[config.mk]
export PLATFORM = sky130hd
export DESIGN_NAME = uart_tx_serializer
export DESIGN_NICKNAME = d
export VERILOG_FILES = /design/src/rtl/uart_pkg.sv /design/src/rtl/uart_baud_counter.sv /design/src/rtl/uart_tx_serializer.sv
export SDC_FILE = /design/constraint.sdc
export NUM_CORES = 1
export LEC_CHECK = 0
export CORE_ASPECT_RATIO = 1.25
export CORE_MARGIN = 10
export CORE_UTILIZATION = 52
export CTS_CLUSTER_SIZE = 14
export DETAILED_ROUTE_END_ITERATION = 10
export MAX_ROUTING_LAYER = met4
export PLACE_DENSITY = 0.82
export SLEW_MARGIN = 40
export SYNTH_ARGS = -nofsm -noshare
export SYNTH_HDL_FRONTEND = slang
export SYNTH_SLANG_ARGS = --single-unit
[constraint.sdc]
create_clock -name clk -period 2.65 [get_ports clk]
set_input_delay 0.3975 -clock clk [delete_from_list [all_inputs] [get_ports clk]]
set_output_delay 0.3975 -clock clk [all_outputs]
set_load 0.02 [all_outputs]
[src/rtl/uart_pkg.sv]
`default_nettype none
// ============================================================================
//  Module      : uart_pkg
//  Description : Shared UART definitions: parity mode codes, Tx FSM state
//                encoding and a frame-length helper for the Tx and Rx blocks.
//  Revision    : 1.0 - initial release
// ============================================================================
package uart_pkg;

    // Parity mode codes for the PARITY_MODE parameter
    localparam int PARITY_NONE = 0;
    localparam int PARITY_EVEN = 1;
    localparam int PARITY_ODD  = 2;

    // Tx FSM state encoding
    localparam int TX_STATE_W = 3;
    typedef logic [TX_STATE_W-1:0] tx_state_t;

    localparam tx_state_t TX_IDLE   = 3'd0;
    localparam tx_state_t TX_START  = 3'd1;
    localparam tx_state_t TX_DATA   = 3'd2;
    localparam tx_state_t TX_PARITY = 3'd3;
    localparam tx_state_t TX_STOP   = 3'd4;

    // Clock cycles from the first start-bit cycle to the end of the last
    // stop-bit cycle.
    function automatic int frame_clks(input int data_width,
                                      input int clks_per_bit,
                                      input int parity_mode,
                                      input int stop_bits);
        return (1 + data_width + ((parity_mode != PARITY_NONE) ? 1 : 0) + stop_bits)
               * clks_per_bit;
    endfunction

endpackage
`default_nettype wire

[src/rtl/uart_baud_counter.sv]
`default_nettype none
// ============================================================================
//  Module      : uart_baud_counter
//  Description : Bit-period timer. Counts 0..CLKS_PER_BIT-1 and flags the
//                final cycle of each serial bit.
//  Ports       : clk      - system clock
//                reset    - asynchronous active-high reset
//                restart  - hold/restart the count at 0
//                bit_tick - high on the last cycle of each bit period
//  Revision    : 1.0 - initial release
// ============================================================================
module uart_baud_counter #(
    parameter int CLKS_PER_BIT = 16
) (
    input  logic clk,
    input  logic reset,
    input  logic restart,
    output logic bit_tick
);

    if (CLKS_PER_BIT < 2) begin : g_bad_clks_per_bit
        $error("uart_baud_counter: CLKS_PER_BIT must be at least 2");
    end

    localparam int c_cnt_w = (CLKS_PER_BIT > 1) ? $clog2(CLKS_PER_BIT) : 1;
    localparam logic [c_cnt_w-1:0] c_cnt_last = c_cnt_w'(CLKS_PER_BIT - 1);

    logic [c_cnt_w-1:0] r_cnt;

    always_ff @(posedge clk or posedge reset) begin
        if (reset) begin
            r_cnt <= '0;
        end else if (restart || (r_cnt == c_cnt_last)) begin
            r_cnt <= '0;
        end else begin
            r_cnt <= r_cnt + 1'b1;
        end
    end

    assign bit_tick = (r_cnt == c_cnt_last);

endmodule
`default_nettype wire

[src/rtl/uart_tx_serializer.sv]
`default_nettype none
// ============================================================================
//  Module      : uart_tx_serializer
//  Description : Parametrised UART transmit serializer. Takes one word per
//                valid/ready handshake and sends start, DATA_WIDTH data bits
//                LSB first, optional parity and 1 or 2 stop bits on o_tx.
//  Ports       : clk     - system clock
//                reset   - asynchronous active-high reset
//                i_valid - i_data holds a word to send
//                o_ready - a word can be accepted this cycle
//                i_data  - parallel word to send
//                o_tx    - serial line, idle high (registered)
//                o_busy  - frame in progress
//                o_done  - pulse in the last cycle of the final stop bit
//  Revision    : 1.0 - initial release
// ============================================================================
module uart_tx_serializer
    import uart_pkg::*;
#(
    parameter int DATA_WIDTH   = 8,
    parameter int CLKS_PER_BIT = 16,
    parameter int PARITY_MODE  = 0,
    parameter int STOP_BITS    = 1
) (
    input  logic                  clk,
    input  logic                  reset,
    input  logic                  i_valid,
    output logic                  o_ready,
    input  logic [DATA_WIDTH-1:0] i_data,
    output logic                  o_tx,
    output logic                  o_busy,
    output logic                  o_done
);

    if (DATA_WIDTH < 5 || DATA_WIDTH > 9) begin : g_bad_data_width
        $error("uart_tx_serializer: DATA_WIDTH must be in 5..9");
    end
    if (CLKS_PER_BIT < 2) begin : g_bad_clks_per_bit
        $error("uart_tx_serializer: CLKS_PER_BIT must be at least 2");
    end
    if (PARITY_MODE < 0 || PARITY_MODE > 2) begin : g_bad_parity_mode
        $error("uart_tx_serializer: PARITY_MODE must be 0, 1 or 2");
    end
    if (STOP_BITS != 1 && STOP_BITS != 2) begin : g_bad_stop_bits
        $error("uart_tx_serializer: STOP_BITS must be 1 or 2");
    end

    localparam int c_idx_w = $clog2(DATA_WIDTH);
    localparam logic [c_idx_w-1:0] c_last_bit  = c_idx_w'(DATA_WIDTH - 1);
    localparam logic               c_last_stop = 1'(STOP_BITS - 1);

    tx_state_t             r_state;
    logic [DATA_WIDTH-1:0] r_shift;
    logic                  r_parity;
    logic                  r_tx;
    logic [c_idx_w-1:0]    r_bit_idx;
    logic                  r_stop_idx;

    logic w_tick;
    logic w_last_stop;
    logic w_accept;
    logic w_parity;
    logic w_restart;

    // Counter is parked at 0 while idle and re-aligned on every accept, so
    // the start bit always lasts exactly CLKS_PER_BIT cycles.
    assign w_restart = w_accept || (r_state == TX_IDLE);

    uart_baud_counter #(
        .CLKS_PER_BIT (CLKS_PER_BIT)
    ) u_baud (
        .clk      (clk),
        .reset    (reset),
        .restart  (w_restart),
        .bit_tick (w_tick)
    );

    assign w_last_stop = (r_state == TX_STOP) && w_tick && (r_stop_idx == c_last_stop);
    assign o_ready     = (r_state == TX_IDLE) || w_last_stop;
    assign o_done      = w_last_stop;
    assign o_busy      = (r_state != TX_IDLE);
    assign o_tx        = r_tx;
    assign w_accept    = i_valid && o_ready;

    assign w_parity = (PARITY_MODE == PARITY_ODD) ? ~(^i_data) : (^i_data);

    always_ff @(posedge clk or posedge reset) begin
        if (reset) begin
            r_state    <= TX_IDLE;
            r_shift    <= '0;
            r_parity   <= 1'b0;
            r_tx       <= 1'b1;
            r_bit_idx  <= '0;
            r_stop_idx <= 1'b0;
        end else begin
            case (r_state)
                TX_IDLE: begin
                    r_tx <= 1'b1;
                end
                TX_START: begin
                    if (w_tick) begin
                        r_state   <= TX_DATA;
                        r_tx      <= r_shift[0];
                        r_shift   <= r_shift >> 1;
                        r_bit_idx <= '0;
                    end
                end
                TX_DATA: begin
                    if (w_tick) begin
                        if (r_bit_idx == c_last_bit) begin
                            if (PARITY_MODE != PARITY_NONE) begin
                                r_state <= TX_PARITY;
                                r_tx    <= r_parity;
                            end else begin
                                r_state    <= TX_STOP;
                                r_tx       <= 1'b1;
                                r_stop_idx <= 1'b0;
                            end
                        end else begin
                            r_tx      <= r_shift[0];
                            r_shift   <= r_shift >> 1;
                            r_bit_idx <= r_bit_idx + 1'b1;
                        end
                    end
                end
                TX_PARITY: begin
                    if (w_tick) begin
                        r_state    <= TX_STOP;
                        r_tx       <= 1'b1;
                        r_stop_idx <= 1'b0;
                    end
                end
                TX_STOP: begin
                    if (w_tick) begin
                        if (r_stop_idx == c_last_stop) begin
                            r_state <= TX_IDLE;
                            r_tx    <= 1'b1;
                        end else begin
                            r_stop_idx <= r_stop_idx + 1'b1;
                        end
                    end
                end
                default: begin
                    r_state <= TX_IDLE;
                    r_tx    <= 1'b1;
                end
            endcase

            // Accept overrides the state update above; in the final stop
            // cycle this chains straight into the next start bit.
            if (w_accept) begin
                r_state    <= TX_START;
                r_tx       <= 1'b0;
                r_shift    <= i_data;
                r_parity   <= w_parity;
                r_bit_idx  <= '0;
                r_stop_idx <= 1'b0;
            end
        end
    end

endmodule
`default_nettype wire

==> impl_metrics.py, run 1 <==
# Generated from Yosys and OpenROAD reports
metrics = {
    "placed_design": {
        "post-dp-hpwl_mm": 1.538,
        "place_congestion": 0.7805,
        "portBuffers": 14,
    },
    "setup_path": {
        "setup.worst_path.start_class": "flip-flop",
        "timing.critical_path.slowest_cell_delay_ns": 0.64,
        "worstReg2RegEnd": "r_shift[3]",
        "critical_path.top_delay_family": "buffers and inverters",
        "largest_driver_fanout_on_the_critical_path": 12,
        "cp_slowest_cell": "sky130_fd_sc_hd__clkdlybuf4s50_1",
        "setup.reg_to_reg.worst_slack_ns": 0.64,
        "setup.worst_path.class": "reg2out",
        "worstPathCellList": "ha_1 -> nand3_2 -> a21boi_0 -> clkdlybuf4s50_1",
        "critPathRequiredTime_ns": 2.25,
        "cp.arrival_ns": 2.04,
        "worstSetupEndpointType": "output port",
        "critPathBufInv": 1,
        "timing.reg2reg.worst_path_depth": 5,
        "reg_to_reg_start": "u_baud.r_cnt[0]",
    },
    "pwr": {
        "combPwrFrac": 0.065,
        "power.leakage_nw": 0.5422,
        "p_sw_mw": 0.09766,
        "pwr.group.sequential_mw": 0.297,
        "sequentialPowerShare": 0.630,
        "power_report.internal_total_mw": 0.3728,
        "clk_power_mw": 0.143,
        "power-per-cell-area_nw_per_um2": 396.2,
        "vdd_drop_max_mv": 0.2663,
        "comb_cell_power_mw": 0.0305,
        "top_power_group": "sequential cells",
    },
    "logic_synthesis": {
        "synth_area_sq_um": 1032,
        "synth.largest_area_cell": "sky130_fd_sc_hd__dfrtp_1",
        "ys_seq_frac": 0.4618,
        "post-synth-top-count-cell": "sky130_fd_sc_hd__dfrtp_1",
        "syn_nets": 103,
        "yosys-top-cells-area": "sky130_fd_sc_hd__dfrtp_1 44%, sky130_fd_sc_hd__mux2_4 10%, sky130_fd_sc_hd__mux2_2 8.7%",
        "yosys-stat-area_sq_um": 1032,
        "synth_warnings": 0,
        "netlist.area_leader.share": 0.4364,
        "synth.ff_latch_count": 19,
        "enable_flop_cells": 0,
        "post_synth.cell_area_avg_sq_um": 11.60,
        "yosys-stat-cells": 89,
        "ff_type": "sky130_fd_sc_hd__dfrtp_1",
        "ys_async_sr_fraction": 1.000,
        "synthesized_instance_count": 89,
    },
    "global_route": {
        "initial_antenna_violation_count": 0,
        "grt_max_degree": 20,
        "track_usage": 0.1011,
        "globalRouteOverflowTotal": 0,
        "gr-usage-met3": 0.03291,
        "grt_pass1_vias": 736,
        "first_pass_grt_wire_length_mm": 3.298,
    },
    "timing": {
        "slew_headroom": 0.5255,
        "finalWorstPathRequiredPeriod_ns": 2.442,
        "max_clock_freq_ghz": 0.4096,
        "timing.clock.skew_ns": 0.005045,
        "unrepaired_setup_endpoints_after_global_routing": "no",
        "setup_violations": 0,
        "fin_crit_sh": 0.9213,
        "whs_ns": 0.4741,
        "finalHoldViolCount": 0,
        "final.setup.tns_ns": 0,
        "tightest_slew_ns": 0.7110,
    },
    "worst_hold_path": {
        "timing.hold.worst.start": "u_baud.r_cnt[0]",
        "hold_path_class": "reg2reg",
        "whs_endpoint": "u_baud.r_cnt[0]",
        "holdPathStages": 1,
    },
    "route": {
        "viasPerCell": 5.566,
        "drtIter0Drc": 9,
        "antenna_left": 0,
        "wirelength_mm": 1.948,
        "vias": 679,
        "drc": 0,
    },
    "layout": {
        "fillCellCount": 146,
        "layout_top_cells_excl_fill_tap": "18 x sky130_fd_sc_hd__dfrtp_1, 14 x sky130_fd_sc_hd__clkdlybuf4s50_1, 8 x sky130_fd_sc_hd__mux2_2",
        "seq-cell-share": 0.4015,
        "diodes": 0,
        "sh_comb_area": 0.4225,
        "inverter_count_of_the_layout_excluding_clock_inverters": 5,
        "ff_count": 19,
        "mostFrequentLayoutCell": "sky130_fd_sc_hd__dfrtp_1",
        "nClkBuffers": 4,
        "fraction_of_final_layout_cells_sized_beyond_drive_strength_1": 0.2233,
        "area_growth_pct": 15.03,
        "comb_cells": 61,
        "multi_input_comb_area_sq_um": 501.7,
        "final_nets": 118,
        "area_share_clock_buf_inv": 0.02213,
        "num-nonclk-buffers": 14,
        "non_clock_buffer_area_share": 0.1180,
        "layout.area.seq_sq_um": 476.7,
    },
    "clock_network": {
        "cts_resized": 0,
        "cts_root_buf": "sky130_fd_sc_hd__clkbuf_4",
        "clock.latency.late_pin_ns": 0.30,
        "cts-buffers-inserted": 3,
        "cts.clk_slew.worst_paths_ns": 0.10,
        "cts_tree": "yes",
        "buffer_count_from_post_cts_setup_fixing": 0,
        "clkSinkCount": 19,
        "clockBufferDepth": 2,
        "holdBufCountCts": 0,
    },
    "die": {
        "pin_count": 15,
        "placementRows": 17,
        "core_util_floorplan": 0.5643,
        "floorplan.die.height_microns": 69.82,
        "design.core.area_sq_um": 1829,
        "num_tap_cells": 19,
        "die_x_microns": 59.85,
    },
    "status": {
        "run_status": "finished, final reports clean",
    },
    "run": {
        "drv_cap": 0,
        "stage_log_warnings": 26,
    },
}
-- run 1: per-layer routing --
layer | share of wire | vias to the layer above | wire length, microns
met5 | 0 | - | 0
met4 | 0.020 | 0 | 38
met3 | 0.059 | 5 | 114
met2 | 0.51 | 11 | 990
met1 | 0.41 | 321 | 805
li1 | - | 342 | -
-- run 1: registers in the layout, indices dropped and copies added (netlist names) --
register,count
u_baud.r_cnt,4
r_bit_idx,3
r_state,3
o_tx,1
r_shift,8
-- run 1: worst max path at each step --
stage                          startpoint      endpoint  slack [ns]  cells past startpoint
after floorplan           u_baud.r_cnt[0]  r_bit_idx[0]        0.80                      6
after global routing      u_baud.r_cnt[0]       o_ready        0.04                      4
after detailed placement          i_valid    r_shift[3]        0.29                      5
final                     u_baud.r_cnt[0]       o_ready        0.21                      4
after CTS                 u_baud.r_cnt[0]       o_ready        0.03                      4
after global placement            i_valid    r_shift[3]        0.34                      5
-- run 1: metrics by stage --
stage	instance area, sq um	setup slack, ns	utilization	cells	power, mW
after global routing	1187	0.03953	0.6491	122	0.4892
after floorplan	1032	0.8027	-	89	0.3137
after detailed placement	1156	0.2940	0.6320	118	0.3335
final	1187	0.2085	0.6491	122	0.4704
after CTS	1182	0.03195	0.6464	122	0.4772
after global placement	1156	0.3428	0.6320	118	0.3320
-- run 1: logic make-up (layout without fill, tap and decap cells) --
kind of cell             count (synthesis)  count (layout)  synth area share
adder cells (fa/ha/maj)                  3               3           0.03637
multiplexers                            17              17            0.2085
flip-flops                              19              19            0.4618
AND-OR/OR-AND                           14              14           0.08971
buffers and inverters                    9              23           0.05696
AND/OR/NAND/NOR                         25              25            0.1297
XOR/XNOR                                 2               2           0.01697
==> run_1/final_congestion.png <==
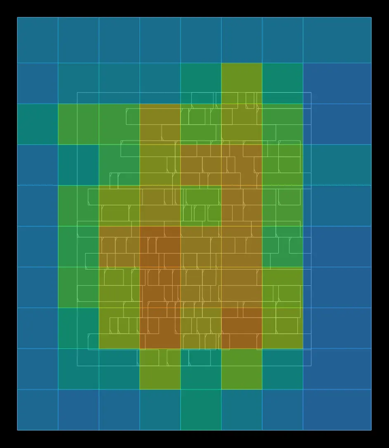
Routed WL per cell: 15.97 microns
most congested layer reported by global routing: met2
met2 Track Usage GR: 0.1541
final core occ: 0.6491
global routing usage on met1: 0.1122

==> run_1/met1.png <==
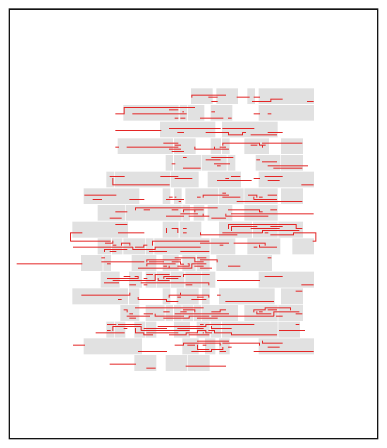
The longest straight run is 13.3 microns. 105 nets have wire on it. The wires run mostly horizontal. The layer carries 805 microns of wire.

==> run_1/registers.png <==
Bar = 20 microns.
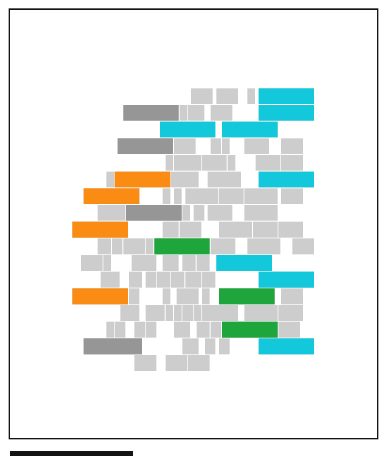
Green stands for r_state, flops 3. Orange stands for u_baud.r_cnt, flops 4, where west. Cyan stands for r_shift, flops 8.
Another 4 sequential cells are not colored.

==> run 2, diff against run 1 <==
--- a/config.mk
+++ b/config.mk
@@ -7,11 +7,11 @@
 export LEC_CHECK = 0
 export CORE_ASPECT_RATIO = 1.25
 export CORE_MARGIN = 10
-export CORE_UTILIZATION = 52
+export CORE_UTILIZATION = 55
 export CTS_CLUSTER_SIZE = 14
 export DETAILED_ROUTE_END_ITERATION = 10
 export MAX_ROUTING_LAYER = met4
-export PLACE_DENSITY = 0.82
+export PLACE_DENSITY = 0.86
 export SLEW_MARGIN = 40
 export SYNTH_ARGS = -nofsm -noshare
 export SYNTH_HDL_FRONTEND = slang
==> constraint.sdc (replaced) <==
create_clock -name clk -period 3.1 [get_ports clk]
set_input_delay 0.465 -clock clk [delete_from_list [all_inputs] [get_ports clk]]
set_output_delay 0.465 -clock clk [all_outputs]
set_load 0.02 [all_outputs]
==> run_2/met1.png <==
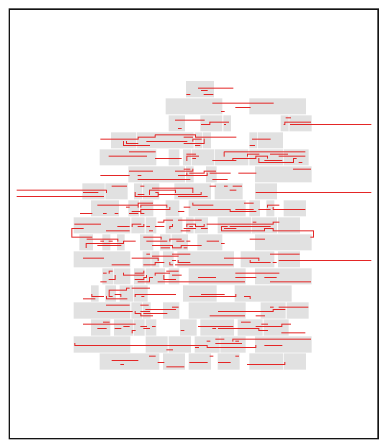
The wires run mostly horizontal. The layer holds 43% of the routed length. The layer carries 782 microns of wire. 107 nets have wire on it.

==> run_2/met2.png <==
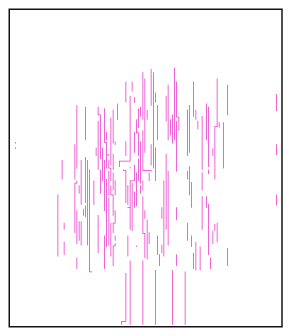
The layer carries 944 microns of wire. The layer holds 51% of the routed length.

==> impl_metrics.py, run 2 <==
# Generated from Yosys and OpenROAD reports
metrics = {
    "status": {
        "run_status": "finished, final reports clean",
    },
    "pwr": {
        "power_report.internal_total_mw": 0.3167,
        "pwr.group.sequential_mw": 0.253,
        "sequentialPowerShare": 0.628,
        "vdd_drop_max_mv": 0.2318,
        "power.leakage_nw": 0.5491,
        "combPwrFrac": 0.063,
        "top_power_group": "sequential cells",
        "totalPowerFinal_mw": 0.4030,
        "clk_power_mw": 0.124,
        "p_sw_mw": 0.08631,
        "comb_cell_power_mw": 0.0255,
    },
    "logic_synthesis": {
        "ys_async_sr_fraction": 1.000,
        "enable_flop_cells": 0,
        "yosys-stat-cells": 89,
        "synth.largest_area_cell": "sky130_fd_sc_hd__dfrtp_1",
        "post-synth-top-count-cell": "sky130_fd_sc_hd__dfrtp_1",
        "post_synth.cell_area_avg_sq_um": 11.60,
        "synth.ff_latch_count": 19,
        "ys_seq_frac": 0.4618,
        "synthesized_instance_count": 89,
        "synth_warnings": 0,
        "yosys-stat-area_sq_um": 1032,
        "synth_area_sq_um": 1032,
        "syn_nets": 103,
    },
    "clock_network": {
        "cts_resized": 0,
        "clockBufferDepth": 2,
        "holdBufCountCts": 0,
        "cts_root_buf": "sky130_fd_sc_hd__clkbuf_4",
        "clkSinkCount": 19,
        "clock.latency.late_pin_ns": 0.30,
        "cts.clk_slew.worst_paths_ns": 0.10,
        "cts-buffers-inserted": 3,
    },
    "setup_path": {
        "critical_path.top_delay_family": "buffers and inverters",
        "timing.critical_path.slowest_cell_delay_ns": 0.63,
        "largest_driver_fanout_on_the_critical_path": 12,
        "cp_slowest_cell": "sky130_fd_sc_hd__clkdlybuf4s50_1",
        "critPathRequiredTime_ns": 2.63,
        "cp.arrival_ns": 1.96,
        "setup.worst_path.start_class": "flip-flop",
        "worstSetupEndpointType": "output port",
        "setup.worst_path.class": "reg2out",
        "worstPathCellList": "ha_1 -> nand3_1 -> buf_4 -> a21boi_0 -> clkdlybuf4s50_1",
        "critPathBufInv": 2,
    },
    "die": {
        "core_util_floorplan": 0.5847,
        "die_x_microns": 58.75,
        "placementRows": 17,
    },
    "route": {
        "vias": 690,
        "antenna_left": 0,
        "drc": 0,
        "wirelength_mm": 1.836,
        "detailroute.wirelength.met3_microns": 76,
        "viasPerCell": 5.610,
        "detail_route.wirelength.met1_microns": 782,
        "routed_wl_per_cell_microns": 14.93,
    },
    "timing": {
        "timing.clock.skew_ns": 0.002906,
        "slew_headroom": 0.5276,
        "fin_crit_sh": 0.7839,
        "final.setup.tns_ns": 0,
        "finalHoldViolCount": 0,
        "unrepaired_setup_endpoints_after_global_routing": "no",
        "finalWorstPathRequiredPeriod_ns": 2.430,
        "setup_violations": 0,
        "max_clock_freq_ghz": 0.4115,
        "whs_ns": 0.4700,
    },
    "layout": {
        "mostFrequentLayoutCell": "sky130_fd_sc_hd__dfrtp_1",
        "max_flop_register": "r_shift",
        "largest_reg_flops": 8,
        "diodes": 0,
        "cell_area_after_layout_sq_um": 1191,
        "final_core_occ": 0.6747,
        "layout_top_cells_excl_fill_tap": "18 x sky130_fd_sc_hd__dfrtp_1, 14 x sky130_fd_sc_hd__clkdlybuf4s50_1, 8 x sky130_fd_sc_hd__mux2_2",
        "area_growth_pct": 15.39,
        "fraction_of_final_layout_cells_sized_beyond_drive_strength_1": 0.2308,
    },
    "worst_hold_path": {
        "hold_path_class": "reg2reg",
    },
    "global_route": {
        "track_usage": 0.1064,
        "globalRouteOverflowTotal": 0,
        "initial_antenna_violation_count": 0,
        "grt_max_degree": 20,
        "first_pass_grt_wire_length_mm": 3.187,
    },
    "placed_design": {
        "portBuffers": 14,
        "place_congestion": 0.7986,
        "numPlacedInstances": 119,
        "post-place-ws_ns": 0.6737,
    },
    "run": {
        "drv_cap": 0,
        "stage_log_warnings": 26,
    },
}
run 2: final timing paths:
| check | start | to | slack, ns | cells past startpoint |
|---|---|---|---|---|
| hold reg to reg | u_baud.r_cnt[0] | u_baud.r_cnt[0] | 0.47 | 1 |
| setup reg to reg | u_baud.r_cnt[0] | r_shift[1] | 1.11 | 6 |
| max in group asynchronous | reset | r_shift[2] | 2.08 | 2 |
| setup / recovery | u_baud.r_cnt[0] | o_ready | 0.67 | 5 |
| min in group asynchronous | reset | r_shift[6] | 0.57 | 2 |
| hold / removal | u_baud.r_cnt[0] | u_baud.r_cnt[0] | 0.47 | 1 |
run 2: kinds of logic after synthesis:
| group | after synthesis | share of synthesized area |
|---|---|---|
| buf+inv | 9 | 0.05696 |
| mux | 17 | 0.2085 |
| simple gates | 25 | 0.1297 |
| fa+ha+maj | 3 | 0.03637 |
| compound gates | 14 | 0.08971 |
| xor+xnor | 2 | 0.01697 |
| flops | 19 | 0.4618 |
run 2: routing by layer:
metal | vias up | GRT usage
li1 | 341 | -
met1 | 332 | 0.1069
met2 | 13 | 0.1750
met3 | 4 | 0.03333
met4 | 0 | 0.06897
met5 | - | -
run 2: worst register-to-register path, cell delays in order, from the launching register on:
cell and delay [ns]:
sky130_fd_sc_hd__dfrtp_1 0.41, sky130_fd_sc_hd__ha_1 0.25, sky130_fd_sc_hd__nand3_1 0.08, sky130_fd_sc_hd__buf_4 0.18, sky130_fd_sc_hd__a21oi_4 0.12, sky130_fd_sc_hd__or3_4 0.52, sky130_fd_sc_hd__mux2_4 0.32
run 2: cell type report:
cell class              instances  area, sq um
fillers                       136        574.3
multi-input cells              61        496.7
flip-flops and latches         19        476.7
repair buffers                 15        147.6
well taps                      19        23.77
clock buffers                   3        22.52
inverters                       5        18.77
clock inverters                 1        5.005
==> run 3, diff against run 2 <==
--- a/config.mk
+++ b/config.mk
@@ -7,11 +7,11 @@
 export LEC_CHECK = 0
 export CORE_ASPECT_RATIO = 1.25
 export CORE_MARGIN = 10
-export CORE_UTILIZATION = 55
+export CORE_UTILIZATION = 52
 export CTS_CLUSTER_SIZE = 14
 export DETAILED_ROUTE_END_ITERATION = 10
 export MAX_ROUTING_LAYER = met4
-export PLACE_DENSITY = 0.86
+export PLACE_DENSITY = 0.82
 export SLEW_MARGIN = 40
 export SYNTH_ARGS = -nofsm -noshare
 export SYNTH_HDL_FRONTEND = slang
==> constraint.sdc (replaced) <==
create_clock -name clk -period 2.4 [get_ports clk]
set_input_delay 0.36 -clock clk [delete_from_list [all_inputs] [get_ports clk]]
set_output_delay 0.36 -clock clk [all_outputs]
set_load 0.02 [all_outputs]
==> run_3/met1.png <==
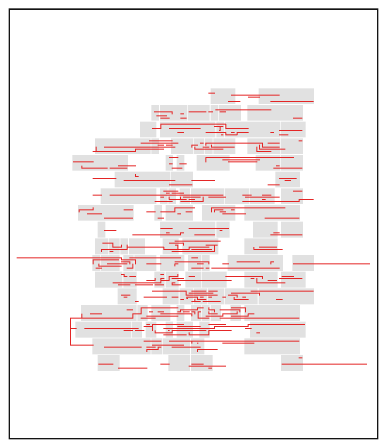
The wires run mostly horizontal. The layer carries 861 microns of wire.

==> run_3/met3.png <==
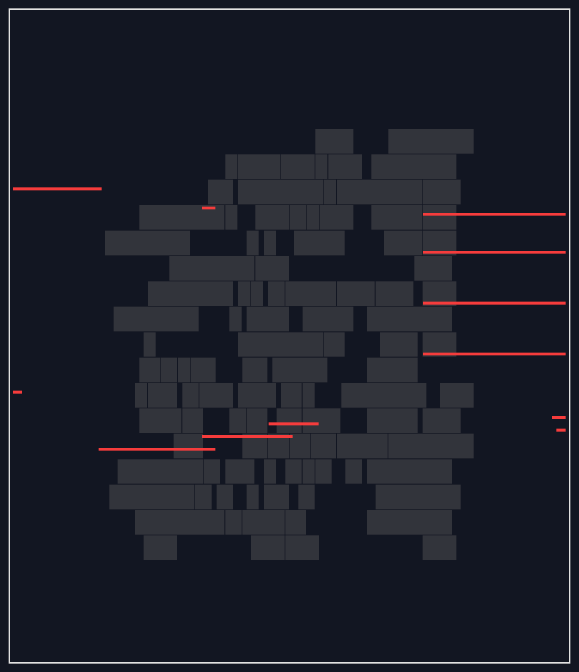
The wires run mostly horizontal. 10 nets have wire on it.

==> impl_metrics.py, run 3 <==
# Generated from Yosys and OpenROAD reports
metrics = {
    "logic_synthesis": {
        "yosys-top-cells-area": "sky130_fd_sc_hd__dfrtp_1 44%, sky130_fd_sc_hd__mux2_4 10%, sky130_fd_sc_hd__mux2_2 8.7%",
        "netlist.area_leader.share": 0.4364,
        "ys_seq_frac": 0.4618,
        "post_synth.cell_area_avg_sq_um": 11.60,
        "synth.largest_area_cell": "sky130_fd_sc_hd__dfrtp_1",
        "yosys-stat-cells": 89,
        "synth.ff_latch_count": 19,
        "ys_async_sr_fraction": 1.000,
        "synth_warnings": 0,
        "ff_type": "sky130_fd_sc_hd__dfrtp_1",
        "post-synth-top-count-cell": "sky130_fd_sc_hd__dfrtp_1",
        "yosys-stat-area_sq_um": 1032,
    },
    "setup_path": {
        "largest_driver_fanout_on_the_critical_path": 9,
        "setup.reg_to_reg.worst_slack_ns": 0.29,
        "critPathRequiredTime_ns": 2.04,
        "cp_slowest_cell": "sky130_fd_sc_hd__clkdlybuf4s50_1",
        "cp.arrival_ns": 1.87,
        "reg_to_reg_start": "u_baud.r_cnt[0]",
        "critPathBufInv": 1,
        "critical_path.top_delay_family": "buffers and inverters",
        "worstPathCellList": "nor2_1 -> and3_1 -> clkdlybuf4s50_1",
        "setup.worst_path.start_class": "flip-flop",
        "timing.reg2reg.worst_path_depth": 6,
        "crit_path_end": "o_done",
        "worstSetupEndpointType": "output port",
        "timing.critical_path.slowest_cell_delay_ns": 0.60,
    },
    "pwr": {
        "sequentialPowerShare": 0.628,
        "power_report.internal_total_mw": 0.4117,
        "totalPowerFinal_mw": 0.5209,
        "power.leakage_nw": 0.5651,
        "power-per-cell-area_nw_per_um2": 436.9,
        "combPwrFrac": 0.063,
        "p_sw_mw": 0.1093,
        "vdd_drop_max_mv": 0.3067,
    },
    "clock_network": {
        "cts_resized": 0,
        "clkSinkCount": 19,
        "clockBufferDepth": 2,
        "cts_tree": "yes",
        "cts_root_buf": "sky130_fd_sc_hd__clkbuf_4",
        "clock.latency.late_pin_ns": 0.30,
        "holdBufCountCts": 0,
        "buffer_count_from_post_cts_setup_fixing": 0,
        "cts.clk_slew.worst_paths_ns": 0.11,
    },
    "worst_hold_path": {
        "hold_path_class": "in2async",
    },
    "die": {
        "floorplan.die.height_microns": 69.82,
        "placementRows": 17,
        "design.core.area_sq_um": 1829,
        "pin_count": 15,
        "die_x_microns": 59.85,
    },
    "timing": {
        "setup_violations": 0,
        "finalHoldViolCount": 0,
        "unrepaired_setup_endpoints_after_global_routing": "no",
        "finalWorstPathRequiredPeriod_ns": 2.229,
        "final_critical_path_setup_slack_ns": 0.1712,
        "timing.clock.skew_ns": 0.007469,
        "slew_headroom": 0.5389,
        "fin_crit_sh": 0.9287,
        "final.setup.tns_ns": 0,
        "max_clock_freq_ghz": 0.4487,
    },
    "layout": {
        "final_nets": 119,
        "mostFrequentLayoutCell": "sky130_fd_sc_hd__dfrtp_1",
        "fraction_of_final_layout_cells_sized_beyond_drive_strength_1": 0.2212,
        "fillCellCount": 142,
        "ff_count": 19,
        "cell_area_after_layout_sq_um": 1192,
        "area_dominant_class": "multi-input combinational cells",
        "multi_input_comb_area_sq_um": 496.7,
        "largest_reg_flops": 8,
        "nClkBuffers": 4,
        "diodes": 0,
        "seq-cell-share": 0.3998,
        "reg.largest.list": "r_shift x8, u_baud.r_cnt x4",
        "layout_top_cells_excl_fill_tap": "18 x sky130_fd_sc_hd__dfrtp_1, 13 x sky130_fd_sc_hd__clkdlybuf4s50_1, 8 x sky130_fd_sc_hd__mux2_2",
        "final_core_occ": 0.6518,
        "post_layout_nonfiller_instances": 123,
        "sh_comb_area": 0.4166,
        "num-nonclk-buffers": 15,
        "inverter_count_of_the_layout_excluding_clock_inverters": 5,
    },
    "run": {
        "drv_cap": 0,
    },
    "placed_design": {
        "post-place-ws_ns": 0.09227,
        "portBuffers": 14,
        "place_congestion": 0.7688,
        "post-dp-hpwl_mm": 1.512,
    },
    "global_route": {
        "track_usage": 0.1003,
        "grt_pass1_vias": 692,
        "grt_max_degree": 20,
        "globalRouteOverflowTotal": 0,
        "first_pass_grt_wire_length_mm": 3.180,
    },
    "status": {
        "run_status": "finished, final reports clean",
    },
    "route": {
        "vias": 694,
        "drc": 0,
        "wirelength_mm": 1.927,
        "antenna_left": 0,
        "routed_wl_per_cell_microns": 15.67,
    },
}
[run 3: cell types whose count changed in the layout (fill, tap and decap cells not counted)]
cell,previous run,this run
sky130_fd_sc_hd__clkinv_2,1,0
sky130_fd_sc_hd__dlymetal6s2s_1,0,1
sky130_fd_sc_hd__clkbuf_1,0,1
sky130_fd_sc_hd__clkdlybuf4s50_1,14,13
[run 3: per-layer routing]
metal | vias up | wire (microns) | GRT usage
li1 | 341 | - | -
met4 | 0 | 52 | 0.05970
met5 | - | 0 | -
met1 | 336 | 860 | 0.1121
met3 | 4 | 99 | 0.02925
met2 | 13 | 915 | 0.1507
[run 3: kinds of logic (layout without fill, tap and decap cells)]
| logic type | Yosys count | count (layout) | share of synthesized area |
|---|---|---|---|
| AOI/OAI and AO/OA | 14 | 14 | 0.08971 |
| xor gates and xnor gates | 2 | 2 | 0.01697 |
| adders and majority gates | 3 | 3 | 0.03637 |
| buffers and inverters | 9 | 24 | 0.05696 |
| DFF | 19 | 19 | 0.4618 |
| muxes | 17 | 17 | 0.2085 |
| and+or+nand+nor | 25 | 25 | 0.1297 |
[run 3: power groups by stage]
stage          clock [mW]  sequential (mW)  combinational [mW]
2_1_floorplan           0            0.333              0.0130
6_report            0.161            0.327              0.0330
5_1_grt             0.173            0.328              0.0357
4_1_cts             0.163            0.327              0.0339
3_5_place_dp            0            0.334              0.0337
3_3_place_gp            0            0.333              0.0333
[run 3: worst register-to-register path, stage by stage, from the launching register on]
cell	delay, ns
sky130_fd_sc_hd__dfrtp_1	0.41
sky130_fd_sc_hd__ha_1	0.24
sky130_fd_sc_hd__nand3_1	0.19
sky130_fd_sc_hd__buf_4	0.20
sky130_fd_sc_hd__a21oi_4	0.11
sky130_fd_sc_hd__or3_4	0.52
sky130_fd_sc_hd__mux2_4	0.33
No activity file was given, so power comes from the tool's default toggle rates.
